[config.mk]
export PLATFORM = sky130hd
export DESIGN_NAME = systolic_skew_feeder_flat
export DESIGN_NICKNAME = d
export VERILOG_FILES = /design/src/rtl/systolic_skew_feeder_pkg.sv /design/src/rtl/systolic_skew_feeder_if.sv /design/src/rtl/systolic_skew_feeder_skew_delay_line.sv /design/src/rtl/systolic_skew_feeder.sv /design/src/flat_wrapper.sv
export SDC_FILE = /design/constraint.sdc
export NUM_CORES = 1
export LEC_CHECK = 0
export CAP_MARGIN = 20
export CELL_PAD_IN_SITES_DETAIL_PLACEMENT = 1
export CELL_PAD_IN_SITES_GLOBAL_PLACEMENT = 1
export CORE_MARGIN = 5
export CORE_UTILIZATION = 35
export DETAILED_ROUTE_END_ITERATION = 12
export PLACE_DENSITY = 0.77
export RECOVER_POWER = 100
export SYNTH_ARGS = -nofsm -noshare
export SYNTH_HDL_FRONTEND = slang
export SYNTH_HIERARCHICAL = 1
export SYNTH_SLANG_ARGS = --single-unit
[constraint.sdc]
create_clock -name clk -period 1.55 [get_ports clk]
set_clock_uncertainty 0.2 [all_clocks]
set_input_delay 0.31 -clock clk [delete_from_list [all_inputs] [get_ports clk]]
set_output_delay 0.31 -clock clk [all_outputs]
set_load 0.05 [all_outputs]
[src/rtl/systolic_skew_feeder_pkg.sv]
// Shared types for the systolic array feeder.
// Default lane count, element width, state encoding.
package systolic_pkg;
  localparam int N  = 4;
  localparam int DW = 8;

  typedef logic [DW-1:0] elem_t;

  typedef enum logic [2:0] {
    IDLE,
    CLEAR,
    FEED,
    FLUSH,
    DONE
  } feed_state_t;
endpackage

[src/rtl/systolic_skew_feeder_if.sv]
// Vector-pair input stream into the feeder.
// Valid/ready handshake carrying N activation and N weight lanes.
interface systolic_skew_feeder_if #(
  parameter int N  = systolic_pkg::N,
  parameter int DW = systolic_pkg::DW
);
  logic            in_valid;
  logic            in_ready;
  logic [N*DW-1:0] in_a;
  logic [N*DW-1:0] in_w;

  modport master (
    output in_valid,
    output in_a,
    output in_w,
    input  in_ready
  );

  modport slave (
    input  in_valid,
    input  in_a,
    input  in_w,
    output in_ready
  );
endinterface

[src/rtl/systolic_skew_feeder_skew_delay_line.sv]
// Fixed-depth lane delay, cleared on reset.
// Shifts every clock; the caller injects zeros for idle cycles.
module skew_delay_line #(
  parameter int DEPTH = 1,
  parameter int DW    = 8
) (
  input  logic          clk,
  input  logic          rst,
  input  logic [DW-1:0] d,
  output logic [DW-1:0] q
);
  logic [DEPTH-1:0][DW-1:0] sr;

  // shift one stage per clock
  always_ff @(posedge clk) begin
    if (rst) begin
      sr <= '0;
    end else begin
      sr[0] <= d;
      for (int k = 1; k < DEPTH; k++)
        sr[k] <= sr[k-1];
    end
  end

  assign q = sr[DEPTH-1];
endmodule

[src/rtl/systolic_skew_feeder.sv]
// Tile sequencer and triangular skew for the systolic array edges.
// Clears PEs, feeds k vector pairs, flushes 2N-1 cycles, pulses done.
module systolic_skew_feeder #(
  parameter int N    = systolic_pkg::N,
  parameter int DW   = systolic_pkg::DW,
  parameter int KMAX = 255,
  parameter int KW   = $clog2(KMAX+1)
) (
  input  logic                  clk,
  input  logic                  rst,
  input  logic                  start,
  input  logic [KW-1:0]         cfg_k,
  output logic                  busy,
  systolic_skew_feeder_if.slave s,
  output logic [N*DW-1:0]       a_out,
  output logic [N*DW-1:0]       w_out,
  output logic                  pe_clr,
  output logic                  tile_done
);
  import systolic_pkg::*;

  localparam int FW = $clog2(2*N);
  localparam logic [FW-1:0] FL_LAST = FW'(2*N-2);

  feed_state_t   st;
  feed_state_t   st_nx;
  logic [KW-1:0] k_q;
  logic [KW-1:0] cnt;
  logic [FW-1:0] fl;
  logic          rdy;
  logic          hs;

  assign s.in_ready = rdy;
  assign hs = s.in_valid & rdy;

  // state register
  always_ff @(posedge clk) begin
    if (rst) st <= IDLE;
    else     st <= st_nx;
  end

  // tile length latch, feed and flush counters
  always_ff @(posedge clk) begin
    if (rst) begin
      k_q <= '0;
      cnt <= '0;
      fl  <= '0;
    end else begin
      if (st == IDLE && start)
        k_q <= cfg_k;
      if (st == CLEAR)
        cnt <= '0;
      else if (hs)
        cnt <= cnt + 1'b1;
      if (st == FLUSH)
        fl <= fl + 1'b1;
      else
        fl <= '0;
    end
  end

  // next state and control outputs
  always_comb begin
    st_nx     = st;
    busy      = 1'b1;
    rdy       = 1'b0;
    pe_clr    = 1'b0;
    tile_done = 1'b0;
    unique case (st)
      IDLE: begin
        busy = 1'b0;
        if (start)
          st_nx = (cfg_k == '0) ? DONE : CLEAR;
      end
      CLEAR: begin
        pe_clr = 1'b1;
        st_nx  = FEED;
      end
      FEED: begin
        rdy = 1'b1;
        if (s.in_valid && cnt == k_q - 1'b1)
          st_nx = FLUSH;
      end
      FLUSH: begin
        if (fl == FL_LAST)
          st_nx = DONE;
      end
      DONE: begin
        tile_done = 1'b1;
        st_nx     = IDLE;
      end
      default: st_nx = IDLE;
    endcase
  end

  for (genvar i = 0; i < N; i++) begin : g_lane
    logic [DW-1:0] a_in;
    logic [DW-1:0] w_in;

    assign a_in = hs ? s.in_a[i*DW +: DW] : '0;
    assign w_in = hs ? s.in_w[i*DW +: DW] : '0;

    skew_delay_line #(.DEPTH(i+1), .DW(DW)) u_a (
      .clk (clk),
      .rst (rst),
      .d   (a_in),
      .q   (a_out[i*DW +: DW])
    );

    skew_delay_line #(.DEPTH(i+1), .DW(DW)) u_w (
      .clk (clk),
      .rst (rst),
      .d   (w_in),
      .q   (w_out[i*DW +: DW])
    );
  end
endmodule

[src/flat_wrapper.sv]
// flat-port wrapper written by rule: the top's interface ports become plain ports
module systolic_skew_feeder_flat import systolic_pkg::*;
#(
  parameter int N    = systolic_pkg::N,
  parameter int DW   = systolic_pkg::DW,
  parameter int KMAX = 255,
  parameter int KW   = $clog2(KMAX+1)
)
  (clk, rst, start, cfg_k, busy, a_out, w_out, pe_clr, tile_done, s_in_valid, s_in_a, s_in_w, s_in_ready);
  systolic_skew_feeder_if #(.N(N), .DW(DW)) s_i ();
  input  logic clk;
  input  logic rst;
  input  logic start;
  input  logic [KW-1:0] cfg_k;
  output logic busy;
  output logic [N*DW-1:0] a_out;
  output logic [N*DW-1:0] w_out;
  output logic pe_clr;
  output logic tile_done;
  input wire logic [$bits(s_i.in_valid)-1:0] s_in_valid;
  input wire logic [$bits(s_i.in_a)-1:0] s_in_a;
  input wire logic [$bits(s_i.in_w)-1:0] s_in_w;
  output wire logic [$bits(s_i.in_ready)-1:0] s_in_ready;
  assign s_i.in_valid = s_in_valid;
  assign s_i.in_a = s_in_a;
  assign s_i.in_w = s_in_w;
  assign s_in_ready = s_i.in_ready;
  systolic_skew_feeder #(.N(N), .DW(DW), .KMAX(KMAX), .KW(KW)) u_core (.clk(clk), .rst(rst), .start(start), .cfg_k(cfg_k), .busy(busy), .s(s_i), .a_out(a_out), .w_out(w_out), .pe_clr(pe_clr), .tile_done(tile_done));
endmodule
PDN straps and rails:
Pins as bars on the die edge. Tap cells in gray.
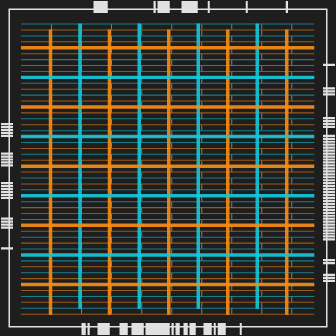
- cyan: VDD
- orange: VSS
- signal pins: 144
- met1 rails: 50
core box area: 0.0180 sq mm
Die Y-Extent: 145 um
Die W: 145 um

Cells colored by class:
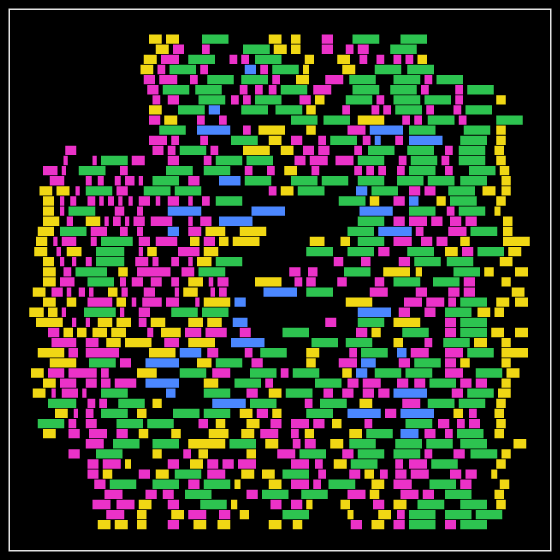
- magenta: all other logic (cells 336; share of their area 31%)
- green: flip-flops (cells 182; share of their area 41%)
- blue: clock drivers and dummy loads (cells 32; share of their area 6.4%)
- yellow: other buffers and delay cells (cells 197; share of their area 22%)
number of standard-cell rows in the floorplan: 49
post-route design area: 0.00932 sq mm
sequential portion of the cell area: 39.3%

Clock wires, drivers and flops:
Scale bar: 50 um.
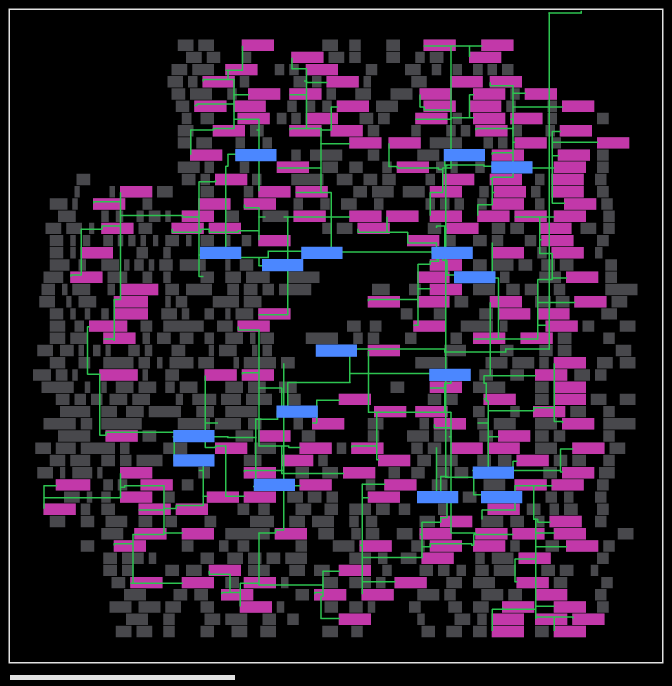
- blue: cells driving clock nets (count 17)
- magenta: flip-flops (count 182)
- green: clock wires (length 2040 um)
- flops lie: widely spread
clock latency of the later-clocked register in the worst-skew pair: 0.42 ns
power drawn by the clock network: 4.12 mW

==> report_power, final <==
part           switching [mW]  internal [mW]  leakage, nW
logic                   0.522          0.639         2.02
registers              0.0470           4.74         1.47
clock network            1.95           2.17        0.274
total                    2.52           7.55         3.77
==> layout make-up <==
cell class	count	share of cell area (%)
clock buffers	18	4.71
repair buffers	197	21.3
clock inverters	14	1.45
well taps	229	3.08
flip-flops and latches	182	39.3
multi-input cells	331	30.0
inverters	5	0.201
==> sequential cells by signal, summed over array words and instances (netlist names) <==
signal / flops
u_core/g_lane.u_w/sr: 48
u_core/st: 3
u_core/g_lane.u_a/sr: 48
u_core/k_q: 8
u_core/fl: 3
u_core/g_lane.u_a/q: 32
u_core/g_lane.u_w/q: 32
u_core/cnt: 8
==> qor.csv <==
stage;metric;value;unit
worst_hold_path;number of cells on the worst hold path;3;
pwr;maximum ir drop on the vdd rail;732;uV
logic_synthesis;Seq/Total Area, Yosys;57.0;%
route;Routed WL per cell;17.5;um
floorplan;core utilization before placement;35.6;%
final_timing;Final setup violation count;137;
logic_synthesis;post-synthesis share of cell area spent on xor and xnor gates;2.33;%
worst_setup_path;kind of critical path;reg2out;
worst_setup_path;Top Family by Delay on Critical Path;flip-flops;
final_layout;post-route non-filler standard cell count;976;
global_route;met2 capacity usage during global routing;28.6;%
logic_synthesis;dominant cell by count in the synthesized netlist;sky130_fd_sc_hd__dfxtp_1;
worst_setup_path;Crit Reg-Reg Endpoint;u_core/cnt[4];
worst_setup_path;arrival time of data at the critical path endpoint;1.37;ns
worst_setup_path;Worst Reg2Reg Path Length in Cells;8;
place;hpwl dp;10800;um
route;via count of the routed design;4296;
floorplan;total die area;0.0211;sq mm
route;DR pass1 iterations;5;
place;input/output buffers;143;
worst_setup_path;Setup crit end;busy;
floorplan;I/O Pins;144;
place;Placement Setup Slack;-0.604;ns
final_timing;fin crit share;121;%
route;Vias per Instance;4.40;
logic_synthesis;Post-synth EDFFs;0;
route;final routed DRC violation total;0;
cts;number of gates resized after cts;67;
run;max-capacitance violation count;0;
final_timing;final worst setup slack;-0.330;ns
final_layout;Filler cells;1879;
logic_synthesis;list of most frequent post-synthesis cells;182 x sky130_fd_sc_hd__dfxtp_1, 98 x sky130_fd_sc_hd__nor2b_1, 67 x sky130_fd_sc_hd__and2_1;
final_timing;post-layout min period;1.88;ns
worst_setup_path;setup slack on the worst flop-to-flop path;-0.23;ns
worst_setup_path;element type at the critical path end;output pin;
worst_setup_path;delay of the slowest cell on the worst path;0.36;ns
global_route;antenna violations before repair;0;
cts;clock sink total;182;
place;placed inst area;0.00863;sq mm
route;routed length on met3;521;um
cts;clock buffer count from CTS;17;
cts;hold buffer count at CTS;0;
cts;setup bufs post-CTS;18;
run_status;outcome;finished, violations left;
global_route;global-route met3 utilization;3.49;%
logic_synthesis;total of warnings raised by yosys;6;
logic_synthesis;Synth Instances;590;
run_status;violations in the final reports;setup timing;
No activity file was given, so power comes from the tool's default toggle rates.
